`src/rtl/lane_serializer.sv`:
```
// Parallel-to-serial lane serializer: captures a group of up to LANES bytes and
// emits the valid lanes one per clock in ascending lane order with ready/valid handshaking.
module lane_serializer #(
   parameter int LANES     = 4,
   parameter int WIDTH     = 8,
   parameter int LANE_BITS = $clog2(LANES)
) (
   input  logic                   clk,
   input  logic                   reset,
   input  logic [LANES*WIDTH-1:0] in_data,
   input  logic [LANES-1:0]       in_valid,
   input  logic                   in_push,
   output logic                   in_ready,
   output logic [WIDTH-1:0]       out_data,
   output logic [LANE_BITS-1:0]   out_lane,
   output logic                   out_valid,
   input  logic                   out_ready,
   output logic                   out_last,
   output logic                   ovf
);

   typedef enum logic {
      IDLE,
      SEND
   } state_t;

   state_t                 state;
   logic [LANES*WIDTH-1:0] hold_data;
   logic [LANES-1:0]       hold_mask;
   logic [LANES-1:0]       mask_rest;
   logic [LANE_BITS-1:0]   cur_lane;
   logic [WIDTH-1:0]       cur_data;
   logic                   one_left;
   logic                   accept;
   logic                   load;

   // Priority encoder on the registered mask; scanning downward lets the lowest set bit win.
   always_comb begin
      cur_lane = '0;
      cur_data = hold_data[WIDTH-1:0];
      for (int i = LANES - 1; i >= 0; i--) begin
         if (hold_mask[i]) begin
            cur_lane = LANE_BITS'(i);
            cur_data = hold_data[i*WIDTH +: WIDTH];
         end
      end
   end

   // Clearing the lowest set bit doubles as the "exactly one lane left" test.
   assign mask_rest = hold_mask & (hold_mask - LANES'(1));
   assign one_left  = (hold_mask != '0) && (mask_rest == '0);

   assign out_valid = (state == SEND);
   assign out_last  = (state == SEND) && one_left;
   assign out_data  = cur_data;
   assign out_lane  = cur_lane;
   assign in_ready  = (state == IDLE) || (out_last && out_ready);
   assign accept    = in_push && in_ready;
   assign load      = accept && (in_valid != '0);

   always_ff @(posedge clk or negedge reset) begin
      if (!reset) begin
         state     <= IDLE;
         hold_data <= '0;
         hold_mask <= '0;
         ovf       <= 1'b0;
      end else begin
         if (in_push && !in_ready) begin
            ovf <= 1'b1;
         end
         case (state)
            IDLE: begin
               if (load) begin
                  hold_data <= in_data;
                  hold_mask <= in_valid;
                  state     <= SEND;
               end
            end
            SEND: begin
               if (out_ready) begin
                  if (!one_left) begin
                     hold_mask <= mask_rest;
                  end else if (load) begin
                     hold_data <= in_data;
                     hold_mask <= in_valid;
                  end else begin
                     hold_mask <= '0;
                     state     <= IDLE;
                  end
               end
            end
            default: state <= IDLE;
         endcase
      end
   end

endmodule

```
`config.mk`:
```
export PLATFORM = sky130hd
export DESIGN_NAME = lane_serializer
export DESIGN_NICKNAME = d
export VERILOG_FILES = /design/src/rtl/lane_serializer.sv
export SDC_FILE = /design/constraint.sdc
export NUM_CORES = 1
export LEC_CHECK = 0
export CELL_PAD_IN_SITES_DETAIL_PLACEMENT = 1
export CELL_PAD_IN_SITES_GLOBAL_PLACEMENT = 2
export CORE_MARGIN = 2
export CORE_UTILIZATION = 31
export DETAILED_ROUTE_END_ITERATION = 16
export GPL_TIMING_DRIVEN = 1
export PLACE_DENSITY_LB_ADDON = 0.1
export SYNTH_ARGS = -nofsm -noshare
export SYNTH_HDL_FRONTEND = slang
export SYNTH_SLANG_ARGS = --single-unit
```
`constraint.sdc`:
```
create_clock -name clk -period 1.79 [get_ports clk]
set_input_delay 0.179 -clock clk [delete_from_list [all_inputs] [get_ports clk]]
set_output_delay 0.179 -clock clk [all_outputs]
set_load 0.03 [all_outputs]
```
run_1/met1.png
Supply wires on this layer in grey.
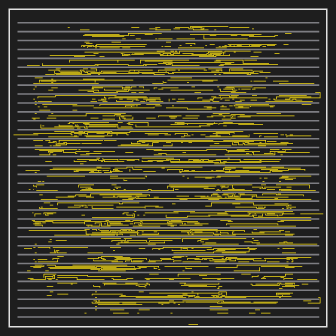
- share of all routed wire: 47%
- longest straight run: 35.4 um
- nets with wire on the layer: 371
- wire length on this layer: 4950 um
- main direction: horizontal

run_1/zoom.png
Bar = 10 um. Window x 33 to 63, y 33 to 63 um. Cells in grey, sequential cells in the stronger grey; small squares are vias.
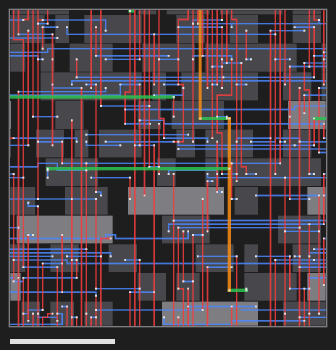
- met2: red
- met1: blue
- met4: orange
- met3: green
- sequential cells in the window: 3
- cells with their middle in the window: 48
- netlist names of flops here include: hold_data (3)
- most frequent: buf_4 (11), buf_6 (6)

run_1/metal_stack.png
Only two layers are drawn.
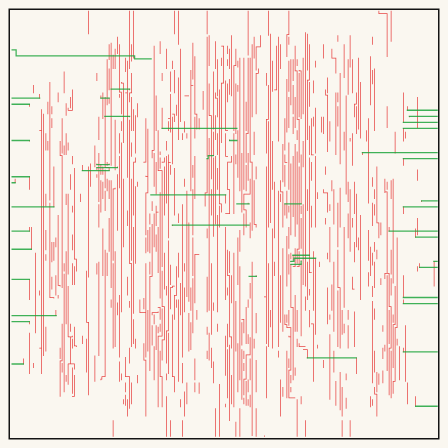
- met2: red (wire length 5260 um)
- met3: green (wire length 313 um)
overall routing resource usage: 0.2283
Routed WL per cell: 21.66 um
Post-Route WL: 10590 um
vias: 2887

run_1/port_nets.png
Bar = 20 um.
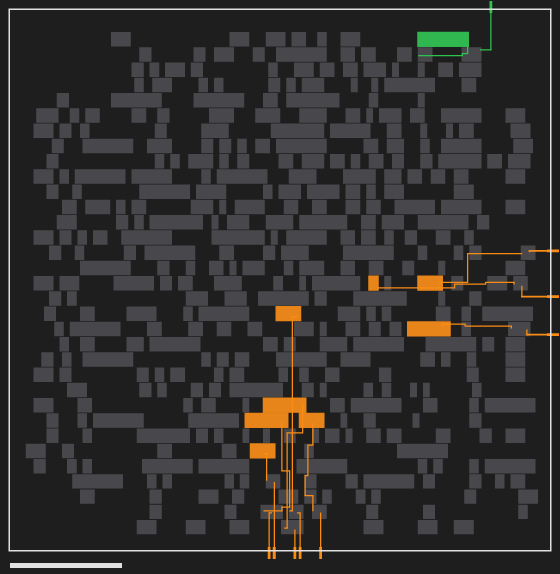
- ovf: green (direction output; edge north; end cells 1; buffers 1; wire 19.5 um)
- out_data: orange (direction output; edge 5 south, 3 east; end cells 8; buffers 8; wire 216 um)
I/O pin count: 54
PortBufs: 53

==> CHANGELOG.md, run 1 <==
## Implementation

* Vias in the first global route at between 2000 and 3000
* Comb power frac at 0.725
* Drt drc at 0
* Synth top cell by count: dfrtp_1
* R2r setup slk at -0.07 ns
* Remaining Overflow, GRT at 0
* Leakage at roughly 0.0016 uW
* Ys async rst share at 1.000
* Critical path cell sequence: buf_6 > xor2_2 > a211oi_4 > buf_6 > o21ai_4 > buf_6
* Clock network area share at 0.02346
* CTS tree: done
* Critical Path End: in_ready
* Die height at 96.35 um
* Final setup viols at 13
* Minimum clock period at between 1.5 and 2 ns
* Final worst slack at -0.1702 ns
* Number of antenna violations at the first check in global routing at 0
* CTS max path bufs at 2
* Synth mux share at 0
* DRT iter0 DRCs at roughly 110
* Hold-fix buffers, CTS at 1
* Registers at 38
* Avg Cell Area, Syn at 8.612 um2
* DR vias/cell at just under 6
* Failing checks: negative setup slack
* EDFF count, synth at 0
* Synth Cell Area at roughly 2600 um2
* Buffering overhead at 0.2664
* Starting Density at 0.3202
* Leading area contributor after synthesis: dfrtp_1
* Fillers at just under 1000
* Root buf cell: clkbuf_8
* Net Count, Synth at 347
* Slew @ Worst Pin at 0.5528 ns
* Adder-Cell Fraction of Synth Area at 0
* Flop share of the area at 0.2452
* Crit path top cell by count: buf_6
* Sw frac at 0.4963
* Crit. End Element: primary output
* Inverters at 4
* Met3 wire length at around 310 um
* Yosys top cell area share at 0.3597
* TritonCTS Sinks at 38
* Dominant flop cell: dfrtp_1
* Met1 WL at roughly 5000 um
* Ys flops at 38
* Pre-antenna DRT Iters at 5
* CTS-repair resized insts at 29
* Count of tool warnings at 28
* Register area at ~950 um2
* Fin cells at roughly 490
* Status: finished, violations left
* Reg clk slew, reported paths at roughly 0.090 ns
* Chip area at roughly 9300 um2
* Die Wd at between 90 and 100 um
* Tapcell Cnt at 105
* Nets at 423
* Slew HR at 0.6315
* Most used routing layer: met2
* P_clk at about 650 uW
* RR Endpoint: hold_mask[3]
* Yosys warnings at 0
-- run 1: sequential cells by signal (all words and copies together), names as in the netlist --
register	flops
hold_data	32
hold_mask	4
out_valid	1
ovf	1
-- run 1: layout by cell type (no fill, tap or decap), types with 3 or more instances in the layout --
| cell type | n |
|---|---|
| o211ai_1 | 26 |
| buf_12 | 7 |
| clkbuf_8 | 6 |
| nand3_1 | 32 |
| inv_1 | 3 |
| and3_1 | 32 |
| dfrtp_1 | 35 |
| o31ai_4 | 3 |
| o211ai_2 | 6 |
| a21oi_1 | 36 |
| buf_4 | 41 |
| buf_6 | 15 |
| nand4_1 | 32 |
| o31ai_2 | 4 |
| dfrtp_2 | 3 |
| clkdlybuf4s50_1 | 39 |
| nand2_1 | 13 |
| a221oi_4 | 4 |
| nor2_1 | 10 |
-- run 1: per-stage QoR --
step | setup TNS, ns | power [uW] | instance area [um2] | hold WS, ns | util
floorplan | 0 | 5068 | 2679 | -0.1166 | -
global placement | -1.771 | 6828 | 3422 | 0.2916 | 0.4144
detailed placement | -2.530 | 6899 | 3422 | 0.2844 | 0.4144
CTS | -1.226 | 8143 | 3685 | 0.4738 | 0.4462
global route | -2.791 | 9218 | 3894 | 0.4941 | 0.4715
finish | -1.415 | 8660 | 3894 | 0.4715 | 0.4715
-- run 1: cells by family after synthesis --
| logic type | Yosys count |
|---|---|
| compound gates | 97 |
| xor+xnor | 1 |
| buf+inv | 40 |
| flops | 38 |
| simple gates | 131 |
-- run 1: critical path: cells and delay by family, from the launching register on --
family / cells / cell delay [ns]
flops: 1 / 0.48
buf+inv: 3 / 0.44
compound gates: 2 / 0.39
xor+xnor: 1 / 0.16
run_1/final_clocks.png
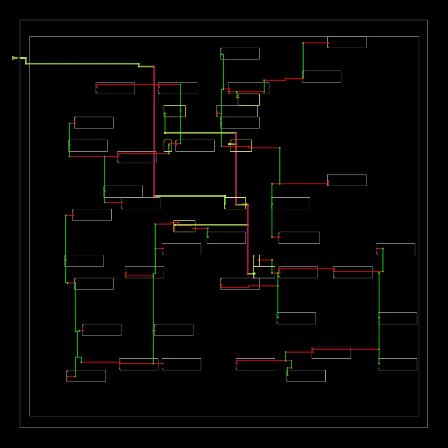

## Run 2: what changed since run 1
TNS_END_PERCENT = 50   (was not set)
run_2/final_clocks.png
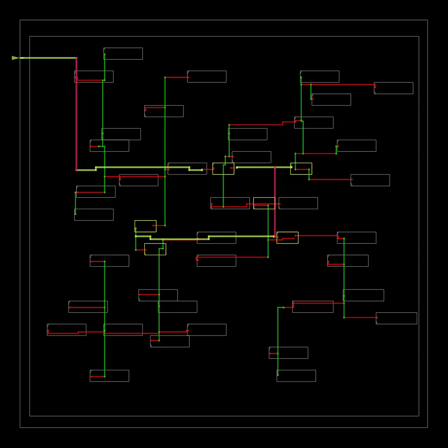
clk_skew: 0.003666 ns
CTS buffer count: 5
registers: 38
P_clk: 624 uW
clkbuf count: 6

==> CHANGELOG.md, run 2 <==
## Implementation

* Drt drc at 0
* Final setup viols at roughly 47
* Yosys top cell area share at 0.3597
* Met1 WL at approximately 5100 um
* Ys async rst share at 1.000
* Die height at 96.35 um
* Util after Layout at 0.4833
* CTS tree: done
* Max reg flops at 32
* Total Power at ~9100 uW
* Final worst slack at -0.1999 ns
* Synth Cell Area at around 2600 um2
* Dominant flop cell: dfrtp_1
* I/O pin count at roughly 54
* Number of antenna violations at the first check in global routing at 0
* Reg clk slew, reported paths at about 0.080 ns
* Fin cells at 487
* Avg Cell Area, Syn at around 8.6 um2
* Vias in the first global route at ~2800
* PortBufs at roughly 53
* Starting Density at 0.3202
* Leakage at around 0.0016 uW
* Most instantiated logic cells after routing: clkdlybuf4s50_1 (39), buf_4 (38), a21oi_1 (35)
* Minimum clock period at roughly 2.0 ns
* Crit. End Element: primary output
* Met3 wire length at about 340 um
* Routed WL per cell at between 20 and 25 um
* Die Wd at 96.35 um
* Failing checks: negative setup slack
* Synth top cell by count: dfrtp_1
* DR vias/cell at around 5.9
* Post-DP Area at 3407 um2
* Most used routing layer: met2
* Count of tool warnings at 29
* Remaining Overflow, GRT at 0
* Post-Route WL at approximately 11000 um
* Pre-antenna DRT Iters at 4
* Vias at ~2900
* TritonCTS Sinks at 38
* Leading area contributor after synthesis: dfrtp_1
* Nets at 423
* Post-route cell area at around 4000 um2
* Final Cycle Share at 1.112
* Status: finished, violations left
* Ys flops at 38
* Most used logic cell in the final layout: clkdlybuf4s50_1
* Overall routing resource usage at 0.2263
* Setup TNS at -4.118 ns
## run 2: netlist changes by cell type in the layout (fill, tap and decap cells not counted), sizes merged
cell,change
clkbuf,-1
clkinv,-1
## run 2: critical path, cell delays in order, from the launching register on
cell,delay [ns]
dfrtp_2,0.46
buf_4,0.16
nor4b_4,0.36
a211oi_4,0.08
buf_6,0.14
o21ai_4,0.15
buf_6,0.15
## run 2: report_power, final
group / switching (uW) / total, uW / internal, uW
Clock: 326 / 624 / 298
Sequential: 539 / 1800 / 1260
Combinational: 3590 / 6640 / 3060
Total: 4450 / 9060 / 4610
## run 2: area by class of cell
cell class | instances | area (um2)
clock buffer | 6 | 82.58
fill | 945 | 4267
inverter | 4 | 15.01
multi-input combinational | 229 | 1744
sequential | 38 | 955.9
tap | 105 | 131.4
timing repair buffer | 105 | 1062
## run 2: cells by family after synthesis
logic type             share of synthesized area
AND/OR/NAND/NOR                           0.2783
buffers and inverters                    0.08377
flip-flops                                0.3597
AND-OR/OR-AND                             0.2721
XOR/XNOR                                0.006154
## run 2: worst paths after layout
| check | endpoint | slack (ns) | depth (start not counted) |
|---|---|---|---|
| worst max register to register | hold_data[29] | -0.11 | 8 |
| min in group clk | ovf | 0.48 | 1 |
| max in group asynchronous | hold_mask[0] | 0.96 | 3 |
| worst min-delay path | hold_data[1] | 0.35 | 2 |
| worst min register to register | ovf | 0.48 | 1 |
| worst max-delay path | in_ready | -0.20 | 6 |
## run 2: timing repair
| action | CTS | global route |
|---|---|---|
| setup endpoints to repair | 24 | 47 |
| resized | 44 | 33 |
| setup buffers | 15 | 6 |
| pin swaps | 9 | 17 |
| hold buffers | 1 | 0 |
| endpoints found under the hold margin | 14 | 0 |
Power is estimated from default activity; no workload was simulated.
